<file path="config.mk">
export PLATFORM = sky130hd
export DESIGN_NAME = sram_tp_reg_array
export DESIGN_NICKNAME = d
export VERILOG_FILES = /design/src/rtl/sram_tp_reg_array.sv
export SDC_FILE = /design/constraint.sdc
export NUM_CORES = 1
export LEC_CHECK = 0
export CORE_ASPECT_RATIO = 1.1
export CORE_MARGIN = 2
export CORE_UTILIZATION = 57
export CTS_CLUSTER_DIAMETER = 150
export DETAILED_ROUTE_END_ITERATION = 8
export PLACE_DENSITY = 0.83
export SLEW_MARGIN = 40
export SYNTH_ARGS = -nofsm -noshare
export SYNTH_HDL_FRONTEND = slang
export SYNTH_SLANG_ARGS = --single-unit
</file>
<file path="constraint.sdc">
create_clock -name clk -period 1.1 [get_ports clk]
set_input_delay 0.33 -clock clk [delete_from_list [all_inputs] [get_ports clk]]
set_output_delay 0.33 -clock clk [all_outputs]
set_load 0.03 [all_outputs]
</file>
<file path="src/rtl/sram_tp_reg_array.sv">
// sram_tp_reg_array: flip-flop two-port memory (1W + 1R) with synchronous read and optional output register
module sram_tp_reg_array #(
  parameter int KNOB_REGOUT = 0,
  parameter int SIZE = 4,
  parameter int DATA_WD = 8,
  localparam int SIZE_WD = $clog2(SIZE)
) (
  input  logic               clk,
  input  logic               rstn,
  input  logic               wr_val_i,
  input  logic [SIZE_WD-1:0] wr_adr_i,
  input  logic [DATA_WD-1:0] wr_dat_i,
  input  logic               rd_val_i,
  output logic               rd_val_o,
  input  logic [SIZE_WD-1:0] rd_adr_i,
  output logic [DATA_WD-1:0] rd_dat_o
);
  localparam logic [SIZE_WD:0] SIZE_L = (SIZE_WD + 1)'(SIZE);
  logic [DATA_WD-1:0] mem [SIZE];
  logic [DATA_WD-1:0] rd_mem;
  logic [DATA_WD-1:0] r1_dat;
  logic               r1_val;
  // Word array; writes outside the populated range are dropped
  always_ff @(posedge clk or negedge rstn)
    if (!rstn)
      for (int i = 0; i < SIZE; i++) mem[i] <= '0;
    else if (wr_val_i && ({1'b0, wr_adr_i} < SIZE_L))
      mem[wr_adr_i] <= wr_dat_i;
  // Array lookup; an unpopulated address reads as zero
  always_comb rd_mem = ({1'b0, rd_adr_i} < SIZE_L) ? mem[rd_adr_i] : '0;
  // First read stage; data holds while no read is issued so a waiting consumer sees it stable
  always_ff @(posedge clk or negedge rstn)
    if (!rstn) begin
      r1_dat <= '0;
      r1_val <= 1'b0;
    end else begin
      r1_val <= rd_val_i;
      if (rd_val_i) r1_dat <= rd_mem;
    end
  if (KNOB_REGOUT != 0) begin : g_reg
    logic [DATA_WD-1:0] r2_dat;
    logic               r2_val;
    // Output stage follows the first stage one cycle later, loading only on valid data
    always_ff @(posedge clk or negedge rstn)
      if (!rstn) begin
        r2_dat <= '0;
        r2_val <= 1'b0;
      end else begin
        r2_val <= r1_val;
        if (r1_val) r2_dat <= r1_dat;
      end
    assign rd_dat_o = r2_dat;
    assign rd_val_o = r2_val;
  end else begin : g_noreg
    assign rd_dat_o = r1_dat;
    assign rd_val_o = r1_val;
  end
endmodule

</file>
Fig. 1: run 1, M3 wires
Scale: 6 px per um. Cells faint in the background.
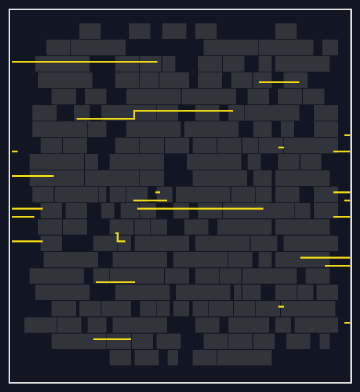
wire length on this layer	142 um
share of all routed wire	3.9%
nets with wire on the layer	18
longest straight run	23.9 um

Fig. 2: run 1, placement by cell class
Scale: 8 px per um.
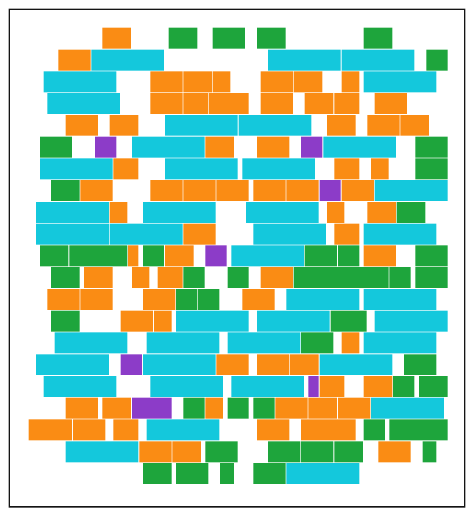
class	color	cells
remaining buffers and delay cells	green	44
sequential cells	cyan	41
clock drivers and dummy loads	purple	7
remaining logic cells	orange	70

==> summary.txt, run 1 <==
Physical design

The combinational cell fraction of total power stands at 25.6%. The region available for standard cell placement spans 0.00300 sq mm. The die height stands at 62.0 um. The cell-mix breakdown from Yosys lists the XOR/XNOR area share as 0%.

The number of warnings in the stage logs stands at 29. The clock-pin transition on the worst setup and hold timing paths stands at 0.11 ns. On the critical path, the stage with the largest delay is an instance of sky130_fd_sc_hd__dfrtp_1. The number of buffers on the longest clock path stands at 2.

The number of global-route vias before repair stands at 1180. The smallest clock period supported by the final layout is computed as 1.23 ns. Counting only logic cells after layout, the most numerous master is sky130_fd_sc_hd__dfrtp_1. Switching power as a fraction of the total was reported as 27.9%. The DRC marker count from the first detailed-route iteration stands at 28.

The tool flagged a number of max-cap violations equal to 0. In this design, the largest share of critical-path delay is due to flip-flops. The highest net fanout along the worst path stands at 2. The number of warnings reported in the yosys synthesis log stands at 0. Setup repair after global routing could not meet its margin everywhere. The signal on the critical path passes through buf_6. Per the detail_route report, DRC violations left total 0. The data required time at the worst endpoint stands at 0.77 ns. The initial utilization of the core area, before any placement, comes to 58.2%. The final worst setup slack stands at -0.127 ns. Wires add up to 3.68 mm.

The worst setup path is launched from a register. The total iterations of the first detailed-routing run stands at 4. Buffers placed on the I/O ports in this run total 24. The placement-stage cell area stands at 0.00211 sq mm. According to the finish report, the design has a final net count of 178. In this run the clock root is driven by a sky130_fd_sc_hd__clkbuf_4. The critical path is of the register to output port type. The vias per cell stands at 5.78. In this run the layout overhead on the synthesized area is reported as 31.5%. The combined area of all synthesized cells stands at 0.00174 sq mm.

The post-route setup TNS stands at -1.05 ns. For this run, asynchronously set or reset flops after synthesis account for 100%. Leaving out filler cells and counting taps, the final layout contains 196. The overall die area stands at 0.00352 sq mm. For reference, the top cells by area after synthesis are sky130_fd_sc_hd__dfrtp_1 59%, sky130_fd_sc_hd__mux2_2 21%, sky130_fd_sc_hd__mux2i_1 9.2%. The final report gives the standard cell area, fillers excluded, as 0.00229 sq mm. After detailed routing, the average wire length per cell comes to 18.8 um. Yosys shows that the main logic family after synthesis is multiplexers. The largest vdd supply drop stands at 1.45 mV.

Per the gpl log, the routability congestion estimate is 0.729. The number of sinks handled by clock tree synthesis stands at 41. Per the synth stats, the flop cell with the highest instance count is sky130_fd_sc_hd__dfrtp_1.

The count of nets left with antenna violations once routing finished came out at 0. The post-placement setup slack stands at -0.682 ns. The commonest cells after synthesis are 41 x sky130_fd_sc_hd__dfrtp_1, 32 x sky130_fd_sc_hd__mux2_2, 16 x sky130_fd_sc_hd__mux2i_1, 9 x sky130_fd_sc_hd__nand2b_1, 8 x sky130_fd_sc_hd__o221ai_1.

For reference, compound AND-OR and OR-AND cells occupy 4.02% of the area reported after synthesis. Power spread over the standard cell area amounts to 1590 mW/mm^2. Data arrives at the worst endpoint at 0.90 ns. In the post-synthesis netlist, the cell with the most instances is sky130_fd_sc_hd__dfrtp_1.

The number of cell rows stands at 21. Summing all multiplexer cells gives an area fraction of 29.8%. The static power due to leakage stands at 1.05 nW. The library cells used most frequently in the layout, excluding fill and tap cells, are 41 x sky130_fd_sc_hd__dfrtp_1, 31 x sky130_fd_sc_hd__mux2_2, 15 x sky130_fd_sc_hd__mux2i_1. After legalization and detailed placement, the total HPWL measured 2.37 mm. In the global route stage, overall resource usage came out at 23.3%. The total overflow left after global routing is 0. The net load switching power stands at 1.02 mW. Dividing the final minimum period by the clock period gives 112%. The post-synth net total stands at 130. After clock tree synthesis, the setup repair step added 4 buffers. The antenna diode count stands at 0. The number of library cell types mapped by synthesis stands at 12. The simple-gate share of the synthesized area stands at 6.38%.

In this build the clock could be raised as far as 815 MHz. The horizontal die dimension reported for this design is 56.7 um. The sequential power share stands at 53.8%.

The number of antenna violations at the first check in global routing stands at 0. Once synthesis finished, the tally of register bits stood at 41. Summing over every cut layer, the via total after detailed routing is 1133. The area recorded from the Yosys report for this design is 0.00174 sq mm.

The post-CTS resize count stands at 24. Per the synthesis report, the dominant area consumer among library cells is sky130_fd_sc_hd__dfrtp_1. The internal power consumption stands at 2.63 mW. Looking at the max-slew report, the worst-margin pin has a slew of 0.240 ns.

The largest net degree at the start of global routing stands at 42. Of the cells placed in the final design, the portion with a size suffix greater than 1 is 46.3%. The area share of the largest cell type after synthesis stands at 58.8%. Counting pins that exceed their max-slew limit in the final report gives 0. The flow ran to the end, but the final reports show violations. Of the total power, the clock network draws 20.5%.

The synthesized design contains 0 enable-type register cells. After synthesis, the design contains 114 cells according to Yosys. The type recorded for the worst min-delay path is input port to register.

After synthesis, flip-flops and latches occupy 58.8% of the total area. The post-CTS hold buffer count recorded in the log is 1. The max-slew headroom at the worst pin stands at 83.9%.

TritonCTS built the clock tree. The worst setup path is captured at an output port. After layout, the design draws a total of 3.65 mW. Measured on the finished design, the core utilization comes to 76.6%. Per STA, the highest per-stage delay on the worst path measures 0.41 ns. The final-layout worst hold slack stands at 0.387 ns.

The timing report notes that buffer and inverter cells on the critical path total 1. The final reports fail on negative setup slack. The clock latency on the worst-skew pair stands at 0.34 ns. Synthesis produced 114 cells.

From the final report, the count of setup violators was given as 9. In this run the count of I/O pins placed on the die edge is 25. Once placement completed, the tool counted placed cells totaling 182. Averaged over all synthesized cells, the footprint is 15.3 sq um.

The H-tree level count stands at 2. The first global-routing pass estimated 5.84 mm of wire. The fraction of the mapped netlist area in adder cells stands at 0%. Hold-check failures listed in the final report amount to 0.
Fig. 3: run 1, clock routing
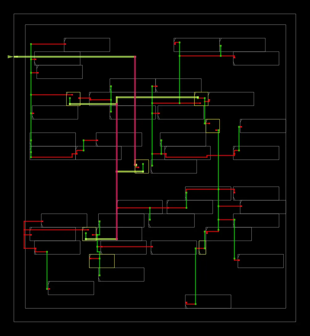
number of CTS-inserted buffers: 5
count of clock-net buffers in the final layout: 7
Worst Skew: 0.0120 ns

Fig. 4: run 1, drive-strength map
Scale: 4 px per um.
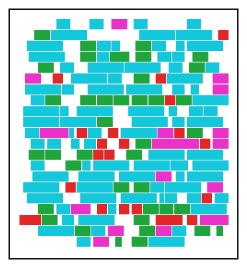
size	color	cells	share
x6 and larger	magenta	16	9.9%
x1 and smaller	cyan	87	54%
x2	green	39	24%
x3 and x4	red	20	12%

==> run 1: worst register-to-register path, cell delays in order, from the launching register on <==
cell,delay (ns)
sky130_fd_sc_hd__dfrtp_1,0.42
sky130_fd_sc_hd__mux2i_2,0.18
sky130_fd_sc_hd__o221ai_1,0.16
==> run 1: layout make-up <==
class / instances / area [sq um]
Sequential cell: 41 / 1030
Timing Repair Buffer: 44 / 460
Tap cell: 34 / 42.5
Multi-Input combinational cell: 70 / 709
Fill cell: 200 / 702
Clock buffer: 7 / 55.1
==> run 1: routing by layer <==
metal / track usage (%) / part of all wire, % / wire (um)
met1: 28.8 / 42 / 1560
met2: 40.2 / 51 / 1890
met3: 5.38 / 3.9 / 142
met4: 10.6 / 2.3 / 86
met5: 0 / 0 / 0
==> run 1: state kept, by name, summed over array words and instances (netlist names) <==
register	cells
mem	32
rd_dat_o	8
rd_val_o	1
==> run 1: path summary, 6_finish.rpt <==
| path | start | endpoint | slack [ns] | cells after the start |
|---|---|---|---|---|
| worst min register to register | mem[6] | mem[6] | 0.51 | 1 |
| min in group asynchronous | rstn | mem[21] | 0.47 | 3 |
| worst max register to register | mem[18] | rd_dat_o[2] | 0.22 | 2 |
| worst min-delay path | rd_val_i | rd_val_o | 0.39 | 2 |
| max in group asynchronous | rstn | mem[11] | 0.42 | 3 |
| worst max-delay path | rd_dat_o[2] | rd_dat_o[2] | -0.13 | 1 |
==> run 1: power by group through the flow <==
stage | clock network [mW] | logic [mW] | registers, mW
global route | 0.803 | 1.01 | 2.00
CTS | 0.756 | 0.922 | 1.95
finish | 0.748 | 0.935 | 1.96
detailed placement | 0 | 0.821 | 1.97
global placement | 0 | 0.796 | 1.95
floorplan | 0 | 0.389 | 2.05
Fig. 5: run 1, routed metal per tile
Scale: 6 px per um. The die is cut into 11 by 12 equal tiles; dark purple is low, yellow is high, scaled to the fullest tile. Values are wire area over tile area, all layers added.
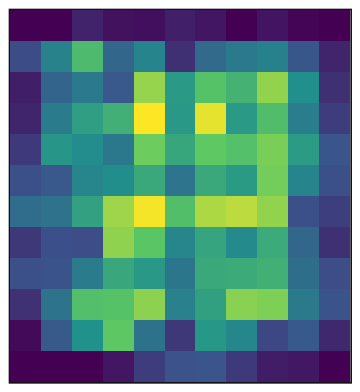

==> run 2, diff against run 1 <==
--- a/config.mk
+++ b/config.mk
@@ -7,10 +7,11 @@
 export LEC_CHECK = 0
 export CORE_ASPECT_RATIO = 1.1
 export CORE_MARGIN = 2
-export CORE_UTILIZATION = 57
+export CORE_UTILIZATION = 53
+export CTS_BUF_LIST = sky130_fd_sc_hd__clkbuf_16
 export CTS_CLUSTER_DIAMETER = 150
 export DETAILED_ROUTE_END_ITERATION = 8
-export PLACE_DENSITY = 0.83
+export PLACE_DENSITY = 0.78
 export SLEW_MARGIN = 40
 export SYNTH_ARGS = -nofsm -noshare
 export SYNTH_HDL_FRONTEND = slang
==> constraint.sdc (replaced) <==
create_clock -name clk -period 1.2 [get_ports clk]
set_input_delay 0.36 -clock clk [delete_from_list [all_inputs] [get_ports clk]]
set_output_delay 0.36 -clock clk [all_outputs]
set_load 0.03 [all_outputs]
Fig. 6: run 2, routed metal per tile
Scale: 6 px per um. The die is cut into 12 by 13 equal tiles; dark purple is low, yellow is high, scaled to the fullest tile. Values are wire area over tile area, all layers added.
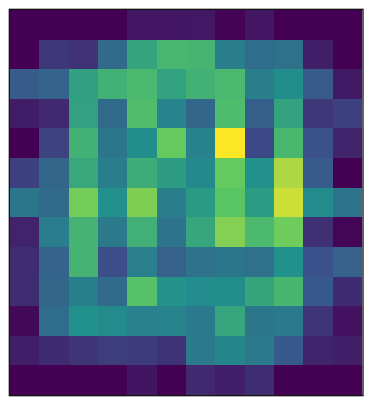
tiles over half the peak	26%
nearly empty tiles	14%
densest ninth of the die	center
fullest tile	0.43
mean over tiles	0.15

Fig. 7: run 2, placement by cell class
Scale: 8 px per um.
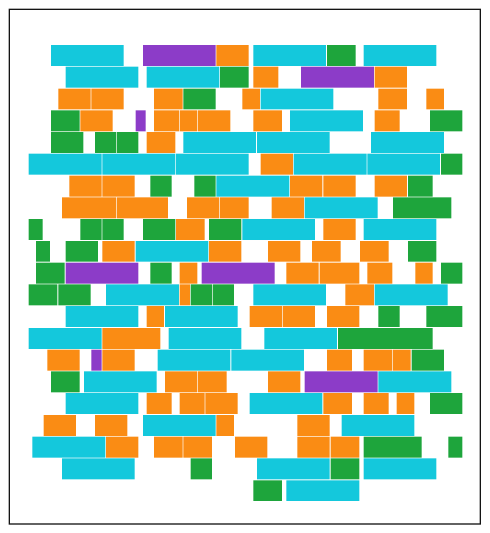
class	color	cells
remaining logic cells	orange	70
clock drivers and dummy loads	purple	7
remaining buffers and delay cells	green	39
sequential cells	cyan	41

==> summary.txt, run 2 <==
Physical design

The overall die area is 0.00377 sq mm (was 0.00352 sq mm). The largest vdd supply drop stands at 1.44 mV (was 1.45 mV). The clock latency on the worst-skew pair came to 0.28 ns (was 0.34 ns). The number of pins exceeding their max-slew limit in the final report stands at 0 (unchanged).

The via total after detailed routing stands at 1090 (was 1133). The total iterations of the first detailed-routing run came to 5 (was 4). The critical path class was register to output port (unchanged).

The final worst setup slack is 0.00467 ns (was -0.127 ns). The boundary pin count was 25 (unchanged). Most instantiated cells after synthesis: 41 x sky130_fd_sc_hd__dfrtp_1, 32 x sky130_fd_sc_hd__mux2_2, 16 x sky130_fd_sc_hd__mux2i_1, 9 x sky130_fd_sc_hd__nand2b_1, 8 x sky130_fd_sc_hd__o221ai_1 (unchanged).

The kind of end point of the critical path was an output port (unchanged). The post-route clock period utilization stands at 99.6%. The final setup violation count stands at 0 (was 9). The number of antenna violations at the first check in global routing stands at 0 (unchanged). The power per standard cell area came to 1660 mW/mm^2 (was 1590 mW/mm^2). The clock-pin transition on the worst setup and hold timing paths stands at 0.06 ns (was 0.11 ns).

The shortest period the worst path allows stands at 1.20 ns. The largest stage delay on the critical path stands at 0.40 ns (was 0.41 ns). The placement-stage cell area is 0.00211 sq mm (unchanged). The proportion of power drawn by the clock network came to 32.1% (was 20.5%). The sequential power share stands at 46.7% (was 53.8%). The number of cell rows came to 21 (unchanged). The largest net degree at the start of global routing came to 42 (unchanged).

The number of hold-slack violations in the final timing report came to 0 (unchanged). The number of port buffers was 24 (unchanged). The max-slew headroom at the worst pin is 87.5% (was 83.9%). The arrival time at the worst endpoint stands at 0.84 ns (was 0.90 ns). The routing usage on met2 was 34.1% (was 40.2%). Outcome: complete, but fails checks (unchanged). The flip-flop count of the largest register, all copies and words added stands at 32 (unchanged). The post-detailed-placement half-perimeter wirelength was 2.39 mm (was 2.37 mm). The register with the most flip-flops is mem (unchanged). The number of standard cells after synthesis was 114 (unchanged). The number of buffers on the longest clock path is 2 (unchanged). The vias per cell stands at 5.71 (was 5.78). The met3 wire length is 137 um (was 142 um). The met1 track demand over resource stands at 28.4% (was 28.8%). The number of library cell types mapped by synthesis came to 12 (unchanged). Largest cells by area: sky130_fd_sc_hd__dfrtp_1 59%, sky130_fd_sc_hd__mux2_2 21%, sky130_fd_sc_hd__mux2i_1 9.2% (unchanged). The number of global-route vias before repair stands at 1185 (was 1180). The proportion of synthesized chip area in sequential cells came to 58.8% (unchanged).

In this build the clock could be raised as far as 837 MHz. The post-synthesis chip area from yosys was 0.00174 sq mm (unchanged). The clock tree from TritonCTS was done (unchanged). The top cell type by total area after synthesis was sky130_fd_sc_hd__dfrtp_1 (unchanged). The top cell family by delay on the critical path was flip-flops (unchanged).

The data required time at the worst endpoint is 0.84 ns (was 0.77 ns). The worst path buffer plus inverter count stands at 1 (unchanged). The measured slew at the worst slew-check pin stands at 0.182 ns (was 0.240 ns).

The wire length of the first global-routing pass is 5.87 mm (was 5.84 mm). The H-tree level count stands at 2 (unchanged). The number of buffers added to fix hold violations after cts came to 0 (was 1).

The most common cell after layout, fill and taps aside was sky130_fd_sc_hd__dfrtp_1 (unchanged). The routing layer with the top usage in global route is met2 (unchanged). The final-layout worst hold slack stands at 0.0489 ns (was 0.387 ns). The final routed wirelength across all metal layers stands at 3.60 mm (was 3.68 mm).

The die height stands at 64.2 um (was 62.0 um). The final core area utilization came to 74.9% (was 76.6%). The effective utilization at floorplan stands at 56.3% (was 58.2%). The post-placement setup slack is -0.593 ns (was -0.682 ns).

The combined area of all synthesized cells stands at 0.00174 sq mm (unchanged). The global-route met3 utilization stands at 6.28% (was 5.38%). The number of sinks handled by clock tree synthesis stands at 41 (unchanged). The combinational cell fraction of total power came to 21.1% (was 25.6%). The post-detailed-route wirelength per cell came to 18.8 um (about the same). The number of warnings in the stage logs was 27 (was 29). The area share of the largest cell type after synthesis stands at 58.8% (unchanged). Highest-count cells in the layout ignoring fill and taps: 41 x sky130_fd_sc_hd__dfrtp_1, 32 x sky130_fd_sc_hd__mux2_2, 15 x sky130_fd_sc_hd__mux2i_1 (was 41 x sky130_fd_sc_hd__dfrtp_1, 31 x sky130_fd_sc_hd__mux2_2, 15 x sky130_fd_sc_hd__mux2i_1). The count of max-cap constraint violations stands at 0 (unchanged).

The post-synth tally of flip-flops with integrated enable stands at 0 (unchanged). The remaining antenna violation count stands at 0 (unchanged). The highest net fanout along the worst path was 2 (unchanged). The number of warnings reported in the yosys synthesis log is 0 (unchanged).

The final-stage net count stands at 173 (was 178). The total track usage stands at 22.0% (was 23.3%). The worst clock skew on the final layout stands at 0.00191 ns (was 0.0120 ns). The average instance area after synthesis stands at 15.3 sq um (unchanged). The net load switching power stands at 1.01 mW (was 1.02 mW).

The placeable core region was 0.00310 sq mm (was 0.00300 sq mm). The internal power consumption was 2.84 mW (was 2.63 mW). The post-synth net total is 130 (unchanged).

Unrepaired setup endpoints after global routing: true (unchanged). The aggregate global routing overflow was 0 (unchanged). The slowest cell on the critical path is sky130_fd_sc_hd__dfrtp_1 (unchanged). The number of buffers inserted during clock tree synthesis stands at 5 (unchanged). The switching power as a share of total power stands at 26.2% (was 27.9%). The nature of the critical path startpoint was a register (unchanged).

The leading register cell type out of synthesis was sky130_fd_sc_hd__dfrtp_1 (unchanged). The most numerous cell in the Yosys netlist was sky130_fd_sc_hd__dfrtp_1 (unchanged). The antenna diode count is 0 (unchanged).

Crit path cell chain: buf_6 (unchanged). The met2 wire length stands at 1.78 mm (was 1.89 mm). The detailed-route wire length on metal 1 stands at 1.58 mm (was 1.56 mm). The number of synthesized register bits stands at 41 (unchanged).

The cell chosen for the clock root is sky130_fd_sc_hd__clkbuf_16 (was sky130_fd_sc_hd__clkbuf_4). The class of the worst hold path is input port to asynchronous set/reset pin (was input port to register). The share of final-layout standard cells stronger than drive strength 1 was 44.6% (was 46.3%). Violated checks: design-rule violations (was negative setup slack). The post-route DRC violation count is 3 (was 0). The final instance area came to 0.00232 sq mm (was 0.00229 sq mm).

The layout-stage area growth over the synthesis result stands at 33.1% (was 31.5%). The number of cell instances after yosys synthesis is 114 (unchanged). The die boundary width came to 58.7 um (was 56.7 um).

The placer's final routability congestion estimate stands at 0.714 (was 0.729). The uppermost layer routed is met4 (unchanged). The static power due to leakage stands at 1.07 nW (was 1.05 nW). The fraction of registers with async set/reset stands at 100% (unchanged). The DRC marker count from the first detailed-route iteration was 21 (was 28).
Fig. 8: run 2, M3 wires
Scale: 6 px per um. Cells faint in the background.
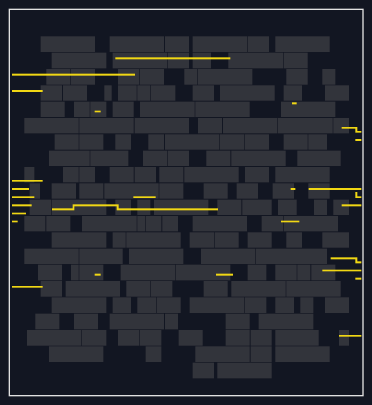
share of all routed wire	3.8%
main direction	horizontal
longest straight run	20.2 um
wire length on this layer	138 um

==> run 2: kinds of logic after synthesis <==
kind of cell / count (synthesis) / share of synthesized area [%]
buf+inv: 3 / 0.932
flops: 41 / 58.8
compound gates: 8 / 4.02
simple gates: 14 / 6.38
mux: 48 / 29.8
==> run 2: area by class of cell <==
cell class	instances	area [sq um]
Sequential cell	41	1030
Fill cell	207	779
Multi-Input combinational cell	70	722
Timing Repair Buffer	39	398
Clock buffer	5	125
Tap cell	34	42.5
Clock inverter	2	7.51
==> run 2: through the flow <==
| step | power [mW] | instances | TNS [ns] |
|---|---|---|---|
| 2_1_floorplan | 2.23 | 114 | 0 |
| 3_3_place_gp | 2.52 | 182 | -18.41 |
| 3_5_place_dp | 2.57 | 182 | -19.58 |
| 4_1_cts | 3.82 | 190 | 0 |
| 5_1_grt | 4.00 | 191 | -0.0122 |
| 6_report | 3.85 | 191 | 0 |
==> run 2: repair_timing <==
item / 4_1_cts / 5_1_grt
setup buffers: 0 / 1
pin swaps: 1 / 1
gates cloned: 1 / 0
endpoints found under the setup margin: 41 / 20
gates resized: 12 / 10
==> run 2: worst paths after layout <==
path,slack [ns],start,depth (start not counted),to
max,0.005,rd_dat_o[2],1,rd_dat_o[2]
min,0.05,rstn,2,rd_dat_o[6]
max reg2reg,0.34,mem[0],2,rd_dat_o[0]
min reg2reg,0.50,rd_dat_o[6],2,rd_dat_o[6]
max in group asynchronous,0.96,rstn,2,mem[8]
min in group clk,0.48,rd_val_i,2,rd_val_o
==> run 2: power by group through the flow <==
stage	combinational, mW	sequential, mW	clock [mW]
after floorplan	0.354	1.88	0
after global placement	0.732	1.78	0
after detailed placement	0.758	1.81	0
after CTS	0.788	1.79	1.24
after global routing	0.874	1.83	1.30
final	0.814	1.80	1.24
Power and IR drop assume default switching activity.
